Figure 1. Met3 routing.
Scale bar: 50 µm.
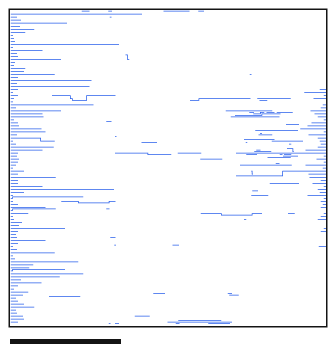
Figure 2. Cell outlines without signal wires.
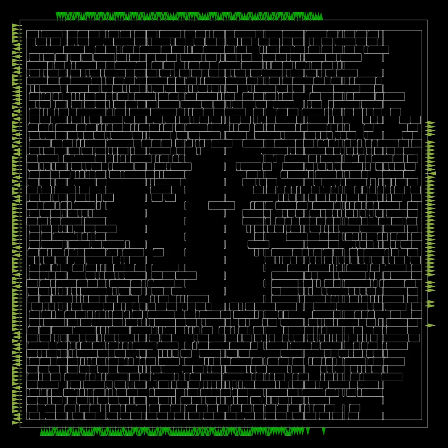
Figure 3. Metal layers overlaid.
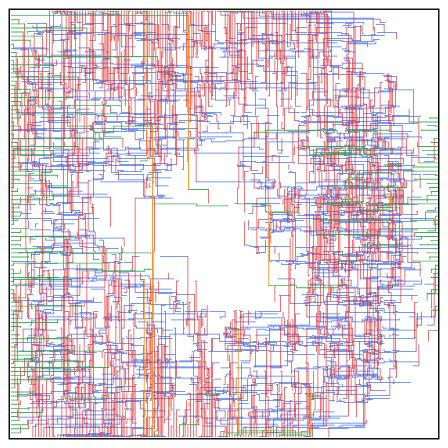
Figure 4. Clock network drawn from the DEF.
Scale bar: 50 µm.
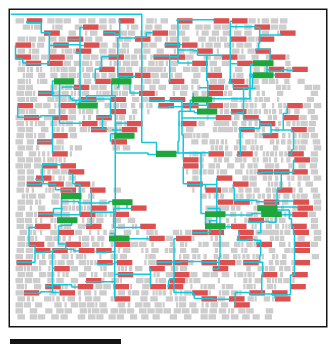
$ cat config.mk
export PLATFORM = sky130hd
export DESIGN_NAME = write_back
export DESIGN_NICKNAME = d
export VERILOG_FILES = /design/src/rtl/inst_package.sv /design/src/rtl/write_back_slot_sel.sv /design/src/rtl/write_back.sv
export SDC_FILE = /design/constraint.sdc
export NUM_CORES = 1
export LEC_CHECK = 0
export CORE_MARGIN = 2
export CORE_UTILIZATION = 40
export CTS_CLUSTER_DIAMETER = 100
export CTS_CLUSTER_SIZE = 14
export DETAILED_ROUTE_END_ITERATION = 12
export HOLD_SLACK_MARGIN = 0.05
export PLACE_DENSITY = 0.78
export SKIP_CTS_REPAIR_TIMING = 1
export SLEW_MARGIN = 20
export SYNTH_ARGS = -nofsm -noshare
export SYNTH_HDL_FRONTEND = slang
export SYNTH_SLANG_ARGS = --single-unit
$ cat constraint.sdc
create_clock -name clk -period 3.69 [get_ports clk]
set_input_delay 0.9225 -clock clk [delete_from_list [all_inputs] [get_ports clk]]
set_output_delay 0.9225 -clock clk [all_outputs]
set_load 0.01 [all_outputs]
$ cat src/rtl/inst_package.sv
// Shared types and widths for the write-back stage of the dual-issue pipeline.
package inst_package;

    localparam int DATA_W     = 32;
    localparam int REG_ADDR_W = 5;
    localparam int INSTRET_W  = 64;

    // One register-file write port as seen by the register file and the
    // forwarding network.
    typedef struct packed {
        logic                  we;
        logic [REG_ADDR_W-1:0] addr;
        logic [DATA_W-1:0]     data;
    } wb_port_t;

    // Per-slot fields carried out of the memory stage.
    typedef struct packed {
        logic                  valid;
        logic [REG_ADDR_W-1:0] rt;
        logic                  rt_flag;
        logic                  is_load;
        logic [DATA_W-1:0]     alu_result;
    } wb_slot_t;

endpackage : inst_package

$ cat src/rtl/write_back_slot_sel.sv
// Per-slot write qualification and result select. Purely combinational.
module wb_slot_sel
    import inst_package::*;
(
    input  wb_slot_t          i_slot,
    input  logic [DATA_W-1:0] i_mem_dout,
    output logic              o_wr,
    output logic [DATA_W-1:0] o_data
);

    // Qualify the write (register 0 is hard-wired) and pick load data or ALU result.
    // NOTE: every output of a combinational block gets a value on every path,
    // otherwise synthesis infers a latch to hold the old one.
    always_comb begin
        o_wr   = i_slot.valid & i_slot.rt_flag & (i_slot.rt != '0);
        o_data = i_slot.is_load ? i_mem_dout : i_slot.alu_result;
    end

endmodule : wb_slot_sel

$ cat src/rtl/write_back.sv
// Write-back stage: registers the bundle leaving the memory stage, drives the
// two register-file write ports (lower slot wins same-register conflicts)
// and counts retired instructions.
module write_back #(
    parameter int DATA_W     = 32,
    parameter int REG_ADDR_W = 5,
    parameter int INSTRET_W  = 64
) (
    input  logic                  clk,
    input  logic                  rstn,
    input  logic                  interlock,
    input  logic [31:0]           pc,
    input  logic                  u_valid,
    input  logic                  l_valid,
    input  logic [REG_ADDR_W-1:0] u_rt,
    input  logic [REG_ADDR_W-1:0] l_rt,
    input  logic                  u_rt_flag,
    input  logic                  l_rt_flag,
    input  logic                  u_is_load,
    input  logic                  l_is_load,
    input  logic [DATA_W-1:0]     u_alu_result,
    input  logic [DATA_W-1:0]     l_alu_result,
    input  logic [DATA_W-1:0]     mem_douta,
    input  logic [DATA_W-1:0]     mem_doutb,
    output logic                  u_we,
    output logic                  l_we,
    output logic [REG_ADDR_W-1:0] u_waddr,
    output logic [REG_ADDR_W-1:0] l_waddr,
    output logic [DATA_W-1:0]     u_wdata,
    output logic [DATA_W-1:0]     l_wdata,
    output logic [31:0]           retired_pc,
    output logic [INSTRET_W-1:0]  instret
);

    inst_package::wb_slot_t w_u_slot;
    inst_package::wb_slot_t w_l_slot;
    logic                   w_u_wr;
    logic                   w_l_wr;
    logic [DATA_W-1:0]      w_u_data;
    logic [DATA_W-1:0]      w_l_data;

    // Stage registers.
    logic [31:0]            r_pc;
    logic                   r_u_wr;
    logic                   r_l_wr;
    logic [REG_ADDR_W-1:0]  r_u_rt;
    logic [REG_ADDR_W-1:0]  r_l_rt;
    logic [DATA_W-1:0]      r_u_data;
    logic [DATA_W-1:0]      r_l_data;
    logic                   r_fresh;
    logic [INSTRET_W-1:0]   r_instret;

    inst_package::wb_port_t w_u_port;
    inst_package::wb_port_t w_l_port;
    logic                   w_conflict;
    logic [INSTRET_W-1:0]   w_retire_cnt;

    // Pack the incoming slot fields for the selectors.
    always_comb begin
        w_u_slot            = '0;
        w_u_slot.valid      = u_valid;
        w_u_slot.rt         = u_rt;
        w_u_slot.rt_flag    = u_rt_flag;
        w_u_slot.is_load    = u_is_load;
        w_u_slot.alu_result = u_alu_result;

        w_l_slot            = '0;
        w_l_slot.valid      = l_valid;
        w_l_slot.rt         = l_rt;
        w_l_slot.rt_flag    = l_rt_flag;
        w_l_slot.is_load    = l_is_load;
        w_l_slot.alu_result = l_alu_result;
    end

    wb_slot_sel u_slot_sel (
        .i_slot     (w_u_slot),
        .i_mem_dout (mem_douta),
        .o_wr       (w_u_wr),
        .o_data     (w_u_data)
    );

    wb_slot_sel l_slot_sel (
        .i_slot     (w_l_slot),
        .i_mem_dout (mem_doutb),
        .o_wr       (w_l_wr),
        .o_data     (w_l_data)
    );

    // Number of instructions retiring with this bundle: 0, 1 or 2.
    assign w_retire_cnt = INSTRET_W'(u_valid) + INSTRET_W'(l_valid);

    // Capture the bundle when not interlocked; fresh marks a bundle not yet written.
    // NOTE: rstn is sampled only at the clock edge (synchronous reset), and the
    // stage registers are plain flops, so clearing them all here is cheap.
    // Sequential state uses non-blocking assignments so every flop sees the
    // pre-edge values of the others.
    always_ff @(posedge clk) begin
        if (!rstn) begin
            r_pc      <= '0;
            r_u_wr    <= 1'b0;
            r_l_wr    <= 1'b0;
            r_u_rt    <= '0;
            r_l_rt    <= '0;
            r_u_data  <= '0;
            r_l_data  <= '0;
            r_fresh   <= 1'b0;
            r_instret <= '0;
        end else if (!interlock) begin
            r_pc      <= pc;
            r_u_wr    <= w_u_wr;
            r_l_wr    <= w_l_wr;
            r_u_rt    <= u_rt;
            r_l_rt    <= l_rt;
            r_u_data  <= w_u_data;
            r_l_data  <= w_l_data;
            r_fresh   <= 1'b1;
            r_instret <= r_instret + w_retire_cnt;
        end else begin
            r_fresh   <= 1'b0;
        end
    end

    // Lower slot is younger in program order, so it owns a shared destination.
    assign w_conflict = r_l_wr & (r_l_rt == r_u_rt);

    // Build the two write ports from the stage registers.
    always_comb begin
        w_u_port      = '0;
        w_u_port.we   = r_fresh & r_u_wr & ~w_conflict;
        w_u_port.addr = r_u_rt;
        w_u_port.data = r_u_data;

        w_l_port      = '0;
        w_l_port.we   = r_fresh & r_l_wr;
        w_l_port.addr = r_l_rt;
        w_l_port.data = r_l_data;
    end

    assign u_we       = w_u_port.we;
    assign u_waddr    = w_u_port.addr;
    assign u_wdata    = w_u_port.data;
    assign l_we       = w_l_port.we;
    assign l_waddr    = w_l_port.addr;
    assign l_wdata    = w_l_port.data;
    assign retired_pc = r_pc;
    assign instret    = r_instret;

endmodule : write_back

==> impl_metrics.yaml <==
# flow metrics
outcome:
  outcome: "finished clean"
floorplanning:
  fp-row-count: 50
  die-area_um2: 20250
cts:
  cts_tree: "yes"
  cts_root_buf: "clkbuf_16"
  clk_latency_ns: 0.42
  htreeDepth: 4
  numCtsBuffers: 17
  clockBufferDepth: 2
setup_path:
  end_kind: "register"
  arrival_ns: 3.80
grt:
  grt_pass1_vias: 7370
  grt_start_max_net_pins: 101
  antenna_found_initial: 0
  grt_overflow_total: 0
place:
  dp.cells: 1437
  io_buffer_count: 350
  finalWeightedCongestion: 0.9261
final_timing:
  rsz0062_at_grt: "no"
  finalSetupViolCount: 0
  worst_pin_slew_ns: 0.9775
  timing.final.crit_period_ns: 3.440
  fin_setup_tns_ns: 0
  maxSlewViolCount: 0
yosys:
  ys_area_um2: 7651
  yosysWarnings: 0
  yosys.area.top_type_share: 0.4527
  syn-num-nets: 1077
  synth.area.top_cells: "dfxtp_1 (45%), mux2i_1 (14%), nor2_1 (10%), a21oi_1 (6.2%), xnor2_1 (2.6%)"
  top_area_cell: "dfxtp_1"
  numSynthFlops: 173
power_and_ir_drop:
  power_mw: 4.442
  ir_drop_mv: 0.3057
flow_run:
  warning_count: 28
routing:
  wl_per_cell_um: 16.84
  wl_mm: 24.74
  drt_iter0_markers: 340
worst_hold_path:
  min_path_type: "reg -> reg"
cells_and_area:
  nNetsFinal: 1403
  layout.cells.most_common: "clkdlybuf4s50_1"
  antenna_cells: 0
Notes on Figure 1 above:
The layer holds 7.2% of the routed length. The longest straight run is 58.9 µm. The layer carries 1,780 µm of wire. The wires run mostly horizontal.

Notes on Figure 2 above:
Fill cells: 1,614
core region area: 18,770 µm²

Notes on Figure 3 above:
met2: marked red, wire length 12,700 µm. met4: marked orange, wire length 401 µm. met1: marked blue, wire length 9,880 µm. met3: marked green, wire length 1,780 µm.

Notes on Figure 4 above:
clock wires: marked cyan, length 2,150 µm. flip-flops: marked red, count 173. cells driving clock nets: marked green, count 17.
Position of the flops: widely spread.

[layer usage]
metal / part of all wire / global-route usage / up-vias
li1: - / - / 3778
met2: 0.51 / 0.4284 / 257
met4: 0.016 / 0.06826 / 0
met3: 0.072 / 0.06561 / 29
met1: 0.40 / 0.2843 / 3592
met5: 0 / 0 / -
[worst max-delay path, cell delays in order]
cell and delay (ns):
clkdlybuf4s50_1 0.47, inv_1 0.06, fa_1 0.47, inv_1 0.08
ha_1 0.16, and4b_1 0.22, nand3_1 0.13, or4_1 0.61
or4_1 0.52, a21oi_1 0.15
[power by group]
group | internal, mW | switching (mW)
combinational | 0.389 | 0.264
clock | 1.01 | 0.795
sequential | 1.94 | 0.0423
total | 3.34 | 1.10
[synth_stat cells, drive strengths merged]
cell type and number:
nor2 209, buf 22, a211oi 1, xor2 13
or4b 2, o21ai 21, nor4b 1, o31a 1
mux2i 107, a21oi 95, fa 1, a31oi 1
and3 1, o21a 3, o31ai 4, xnor2 23
nor3 11, and2 6, ha 1, nor4bb 1
nor4 19, or4 10, inv 18, dfxtp 173
o41ai 3, nand3 21, nand2 26, nor2b 1
nand4b 3, a31o 1, or3 23, and4 9
o2111ai 2, and4b 1, clkbuf 36, nand4 26
[per-stage QoR]
stage	worst slack [ns]	hold slack, ns	instance area (µm²)
3_3_place_gp	-0.1479	0.4534	11350
6_report	0.2503	0.4768	11940
4_1_cts	0.2377	0.4792	11940
5_1_grt	0.04761	0.5122	11940
3_5_place_dp	-0.2013	0.4671	11350
2_1_floorplan	0.3816	0.4413	7651
[worst paths after layout]
kind              slack, ns          end  cells past startpoint        from
hold reg to reg        0.48       r_l_wr                      2      r_l_wr
hold / removal         0.48       r_l_wr                      2      r_l_wr
setup reg to reg       0.92  instret[62]                      9  instret[0]
setup / recovery       0.25  instret[62]                     10     u_valid
[state kept, by name, summed over array words and instances, names as in the netlist]
| signal | cells |
|---|---|
| instret | 64 |
| l_wdata | 32 |
| retired_pc | 32 |
| u_wdata | 32 |
| l_waddr | 5 |
| u_waddr | 5 |
| r_fresh | 1 |
| r_l_wr | 1 |
| r_u_wr | 1 |
[area by class of cell]
type,instances,area [µm²],share of cell area
multi-input cells,647,3895,0.3262
repair buffers,365,3632,0.3042
flip-flops and latches,173,3463,0.2901
clock buffers,17,425.4,0.03563
well taps,234,292.8,0.02452
clock inverters,15,160.2,0.01341
inverters,18,70.07,0.005869
[cell families (layout without fill, tap and decap cells)]
logic type,count (synthesis),after routing,synth area share
simple gates,370,370,0.2311
flops,173,173,0.4527
compound gates,132,132,0.09256
mux,107,107,0.1400
buf+inv,76,415,0.03827
xor+xnor,36,36,0.04121
fa+ha+maj,2,2,0.004252
